$ cat config.mk
export PLATFORM = sky130hd
export DESIGN_NAME = output_port_arbiter
export DESIGN_NICKNAME = d
export VERILOG_FILES = /design/src/rtl/output_port_arbiter.sv
export SDC_FILE = /design/constraint.sdc
export NUM_CORES = 1
export LEC_CHECK = 0
export CAP_MARGIN = 20
export CELL_PAD_IN_SITES_DETAIL_PLACEMENT = 1
export CELL_PAD_IN_SITES_GLOBAL_PLACEMENT = 2
export CORE_MARGIN = 5
export CORE_UTILIZATION = 28
export DETAILED_ROUTE_END_ITERATION = 7
export PLACE_DENSITY = 0.81
export SYNTH_ARGS = -nofsm -noshare
export SYNTH_HDL_FRONTEND = slang
export SYNTH_SLANG_ARGS = --single-unit
$ cat constraint.sdc
create_clock -name clk -period 3.9 [get_ports clk]
set_clock_uncertainty 0.1 [all_clocks]
set_input_delay 0.78 -clock clk [delete_from_list [all_inputs] [get_ports clk]]
set_output_delay 0.78 -clock clk [all_outputs]
set_load 0.02 [all_outputs]
$ cat src/rtl/output_port_arbiter.sv
// Round-robin arbiter sharing one output link among NUM_IN inputs through a single
// registered output slot, with saturating per-input forwarded-packet counters.
module output_port_arbiter #(
    parameter int NUM_IN       = 3,
    parameter int WIDTH_packet = 14,
    parameter int CNT_W        = 16
) (
    input  logic                           clk,
    input  logic                           reset,
    input  logic [NUM_IN-1:0]              in_valid,
    input  logic [NUM_IN*WIDTH_packet-1:0] in_data,
    output logic [NUM_IN-1:0]              in_ready,
    output logic                           out_valid,
    output logic [WIDTH_packet-1:0]        out_data,
    output logic [$clog2(NUM_IN)-1:0]      out_src,
    input  logic                           out_ready,
    output logic [NUM_IN*CNT_W-1:0]        pkt_cnt
);

    localparam int SRC_W = $clog2(NUM_IN);
    localparam logic [SRC_W:0] NUM_IN_W = (SRC_W+1)'(NUM_IN);

    localparam logic [0:0] EMPTY = 1'b0;
    localparam logic [0:0] FULL  = 1'b1;

    logic [0:0]              slot_state_r;
    logic [WIDTH_packet-1:0] out_data_r;
    logic [SRC_W-1:0]        out_src_r;
    logic [SRC_W-1:0]        rr_ptr_r;
    logic [CNT_W-1:0]        cnt_r [NUM_IN];

    logic                    load_en_s;
    logic                    grant_found_s;
    logic                    grant_s;
    logic [SRC_W-1:0]        grant_idx_s;
    logic [NUM_IN-1:0]       in_ready_s;
    logic [WIDTH_packet-1:0] grant_data_s;

    // (base + off) mod NUM_IN for base < NUM_IN and off < NUM_IN
    function automatic logic [SRC_W-1:0] wrap_idx(input logic [SRC_W-1:0] base, input int off);
        logic [SRC_W:0] sum;
        sum = {1'b0, base} + off[SRC_W:0];
        if (sum >= NUM_IN_W) begin
            sum = sum - NUM_IN_W;
        end else begin
            sum = sum;
        end
        return sum[SRC_W-1:0];
    endfunction

    assign load_en_s = (slot_state_r == EMPTY) || out_ready;
    assign grant_s   = grant_found_s && load_en_s && !reset;

    // First requesting input found when searching upward from rr_ptr
    always_comb begin
        grant_found_s = 1'b0;
        grant_idx_s   = '0;
        for (int k = 0; k < NUM_IN; k++) begin
            if (!grant_found_s && in_valid[wrap_idx(rr_ptr_r, k)]) begin
                grant_found_s = 1'b1;
                grant_idx_s   = wrap_idx(rr_ptr_r, k);
            end else begin
                grant_found_s = grant_found_s;
            end
        end
    end

    // One-hot accept for the granted input
    always_comb begin
        in_ready_s = '0;
        for (int i = 0; i < NUM_IN; i++) begin
            if (grant_s && (grant_idx_s == SRC_W'(i))) begin
                in_ready_s[i] = 1'b1;
            end else begin
                in_ready_s[i] = 1'b0;
            end
        end
    end

    assign grant_data_s = in_data[grant_idx_s*WIDTH_packet +: WIDTH_packet];

    // Output slot: refill on grant, drain when downstream takes it and nothing refills
    always_ff @(posedge clk) begin
        if (reset) begin
            slot_state_r <= EMPTY;
            out_data_r   <= '0;
            out_src_r    <= '0;
            rr_ptr_r     <= '0;
        end else if (grant_s) begin
            slot_state_r <= FULL;
            out_data_r   <= grant_data_s;
            out_src_r    <= grant_idx_s;
            rr_ptr_r     <= wrap_idx(grant_idx_s, 1);
        end else if (out_ready) begin
            slot_state_r <= EMPTY;
        end else begin
            slot_state_r <= slot_state_r;
        end
    end

    genvar gi;
    generate
        for (gi = 0; gi < NUM_IN; gi++) begin : g_cnt
            // Saturating forwarded-packet counter; a saturated input is still forwarded
            always_ff @(posedge clk) begin
                if (reset) begin
                    cnt_r[gi] <= '0;
                end else if (in_ready_s[gi] && !(&cnt_r[gi])) begin
                    cnt_r[gi] <= cnt_r[gi] + CNT_W'(1);
                end else begin
                    cnt_r[gi] <= cnt_r[gi];
                end
            end
            assign pkt_cnt[gi*CNT_W +: CNT_W] = cnt_r[gi];
        end
    endgenerate

    assign in_ready  = in_ready_s;
    assign out_valid = (slot_state_r == FULL);
    assign out_data  = out_data_r;
    assign out_src   = out_src_r;

endmodule

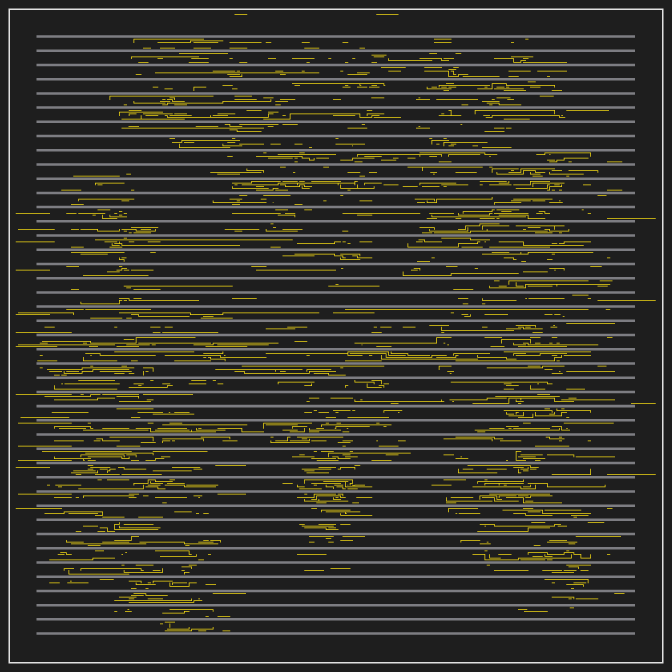
Fig. 1. The metal 1 layer (run 1).
Supply wires on this layer in grey.
The longest straight run is 46.5 um. The wires run mostly horizontal. The layer carries 4710 um of wire.

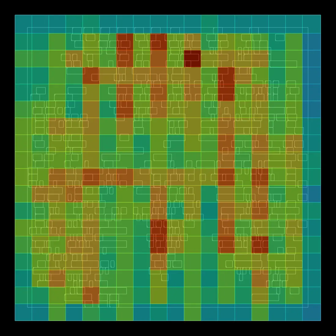
Fig. 2. Routing congestion map (run 1).
utilization after layout: 41.53%
total track usage: 14.13%
global routing usage on met3: 5.017%
post-DR wirelength/cell: 16.25 um
met1 global-route usage: 16.35%

==> commit_impl_results.txt <==
Add synthesis and place-and-route results

- Yosys mapped a number of flops with a built-in enable equal to between 40 and 50.
- I/O pin total: 116
- Fmax: between 200 and 300 MHz
- The synthesized instance count is ~370.
- Power spread over the standard cell area amounts to just under 700 nW/um2.
* CP max stage cell: clkdlybuf4s50_1
- Routability-driven placement finished with a final weighted congestion of ~0.81.
- FF/Latch Area: between 1500 and 2000 um2
- The final timing report gives a worst setup slack of about 80 ps.
* Minimum clock period: 3819 ps
- The HPWL after detailed placement is 8008 um.
* DRC marker count from the first detailed-route iteration: roughly 140
* Kind of cell adding the most delay to the critical path: buffers and inverters
* Area growth syn-to-layout: 47.37%
- Cell at the root of the clock tree: clkbuf_16
* Layout clock buffers: 10
- Nets still carrying antenna violations after routing amount to 0.
- Static leakage: between 0.0015 and 0.002 uW
- Post-layout instance count excluding filler cells: approximately 680
* Relative max-transition margin: 57.25%
- The number of cells reported by Yosys stat comes to 368.
- Mapped Nets: about 420
- Once the clock tree was built, the setup fixing pass inserted 0 buffers.
- Total DRC errors in the routed layout: 0
* Worst setup SP type: input port
- Run status: finished, final reports clean
- The number of buffers and inverters on the critical path is 3.
- The tool warning count for the run is 30.
* Category of the critical setup timing path: input port to output port
- H-tree levels: 3
- Per the cell usage report, the commonest logic cells after layout are clkdlybuf4s50_1, nor2_1, edfxtp_1.
* Crit path DAT: 2940 ps
* Multi-input gate area in the final layout: 1742 um2
* Total die size: approximately 16000 um2
- FP Core Util: about 28%
- The number of maximum-capacitance violations recorded for the run is 0.
* Post-synthesis cell area: 3687 um2
* Post-synth area hogs: edfxtp_1, dfxtp_1, xor2_1
* TritonCTS clock tree: done
- The first global-routing pass estimated 17730 um of wire.
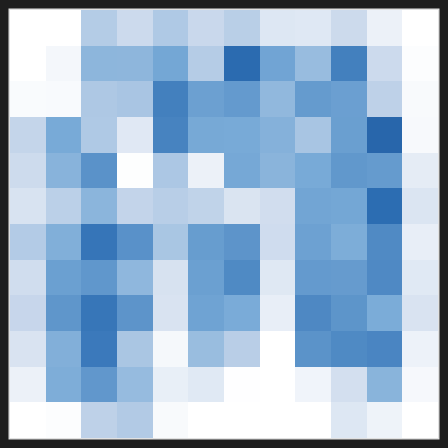
Fig. 3. Cell area per tile (run 1).
The die is cut into 12 by 12 equal tiles; white is low, dark blue is high, 0 to 100% covered.
The mean over all tiles is 34%. 11% of the tiles are nearly empty. 2.1% of the tiles are over 75% full. The emptiest ninth of the die: bottom centre.

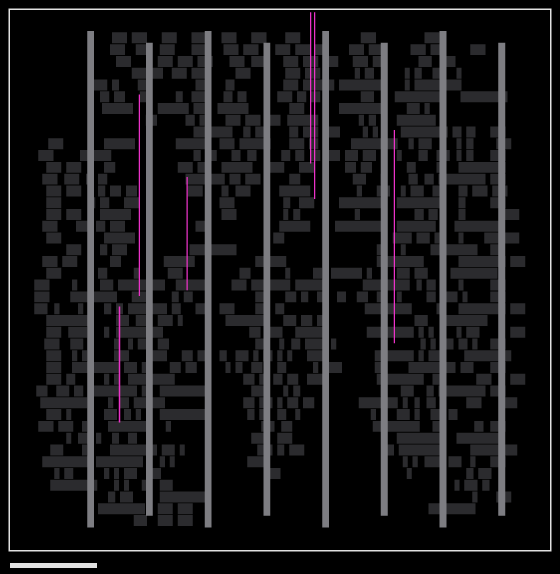
Fig. 4. The metal 4 layer (run 1).
Scale bar: 20 um. Supply wires on this layer in grey. Cells faint in the background.
The layer carries 225 um of wire. 4 nets have wire on it. The wires run mostly vertical. The longest straight run is 49.0 um.

[run 1: Yosys cell counts (all sizes together), types with 7 or more instances]
| cell type | number |
|---|---|
| dfxtp | 19 |
| o21ai | 18 |
| xor2 | 27 |
| nor3b | 11 |
| a31oi | 16 |
| nor2 | 58 |
| nand4 | 12 |
| and4 | 8 |
| ha | 7 |
| xnor2 | 14 |
| nand3 | 10 |
| nand2 | 20 |
| mux2i | 17 |
| clkbuf | 14 |
| edfxtp | 48 |
| inv | 11 |
[run 1: cells by family (layout without fill, tap and decap cells)]
kind of cell / count (synthesis) / count (layout) / synth area share, %
muxes: 17 / 17 / 4.615
AOI/OAI and AO/OA: 51 / 51 / 8.993
and+or+nand+nor: 154 / 154 / 21.41
adders and majority gates: 7 / 7 / 2.375
xor gates and xnor gates: 41 / 41 / 9.739
buffers and inverters: 31 / 162 / 3.461
DFF: 67 / 67 / 49.41
[run 1: state kept, by name, indices dropped and copies added, names as in the netlist]
name and flops:
out_valid 1, rr_ptr_r 2, out_data 14, cnt_r 48, out_src 2
[run 1: power by group]
group	total [uW]	internal [uW]	switching (uW)
Clock	796	489	307
Sequential	1220	1030	196
Combinational	1670	791	876
Total	3690	2310	1380
[run 1: worst paths after layout]
path / startpoint / to / slack, ps / cells past startpoint
hold reg to reg: out_src[0] / out_src[0] / 390 / 2
setup reg to reg: rr_ptr_r[0] / cnt_r[1][2] / 690 / 11
hold / removal: out_src[0] / out_src[0] / 390 / 2
setup / recovery: in_valid[0] / in_ready[0] / 80 / 8
[run 1: metal layers]
layer / part of all wire, % / GRT usage (%)
met1: 43 / 16.35
met2: 49 / 23.63
met3: 6.0 / 5.017
met4: 2.1 / 5.996
met5: 0 / 0
[run 1: tightest hold or removal path, stage by stage, from the launching register on]
cell and delay [ps]:
dfxtp_1 310, nand2b_1 60, o21ai_0 70
No activity file was given, so power comes from the tool's default toggle rates.
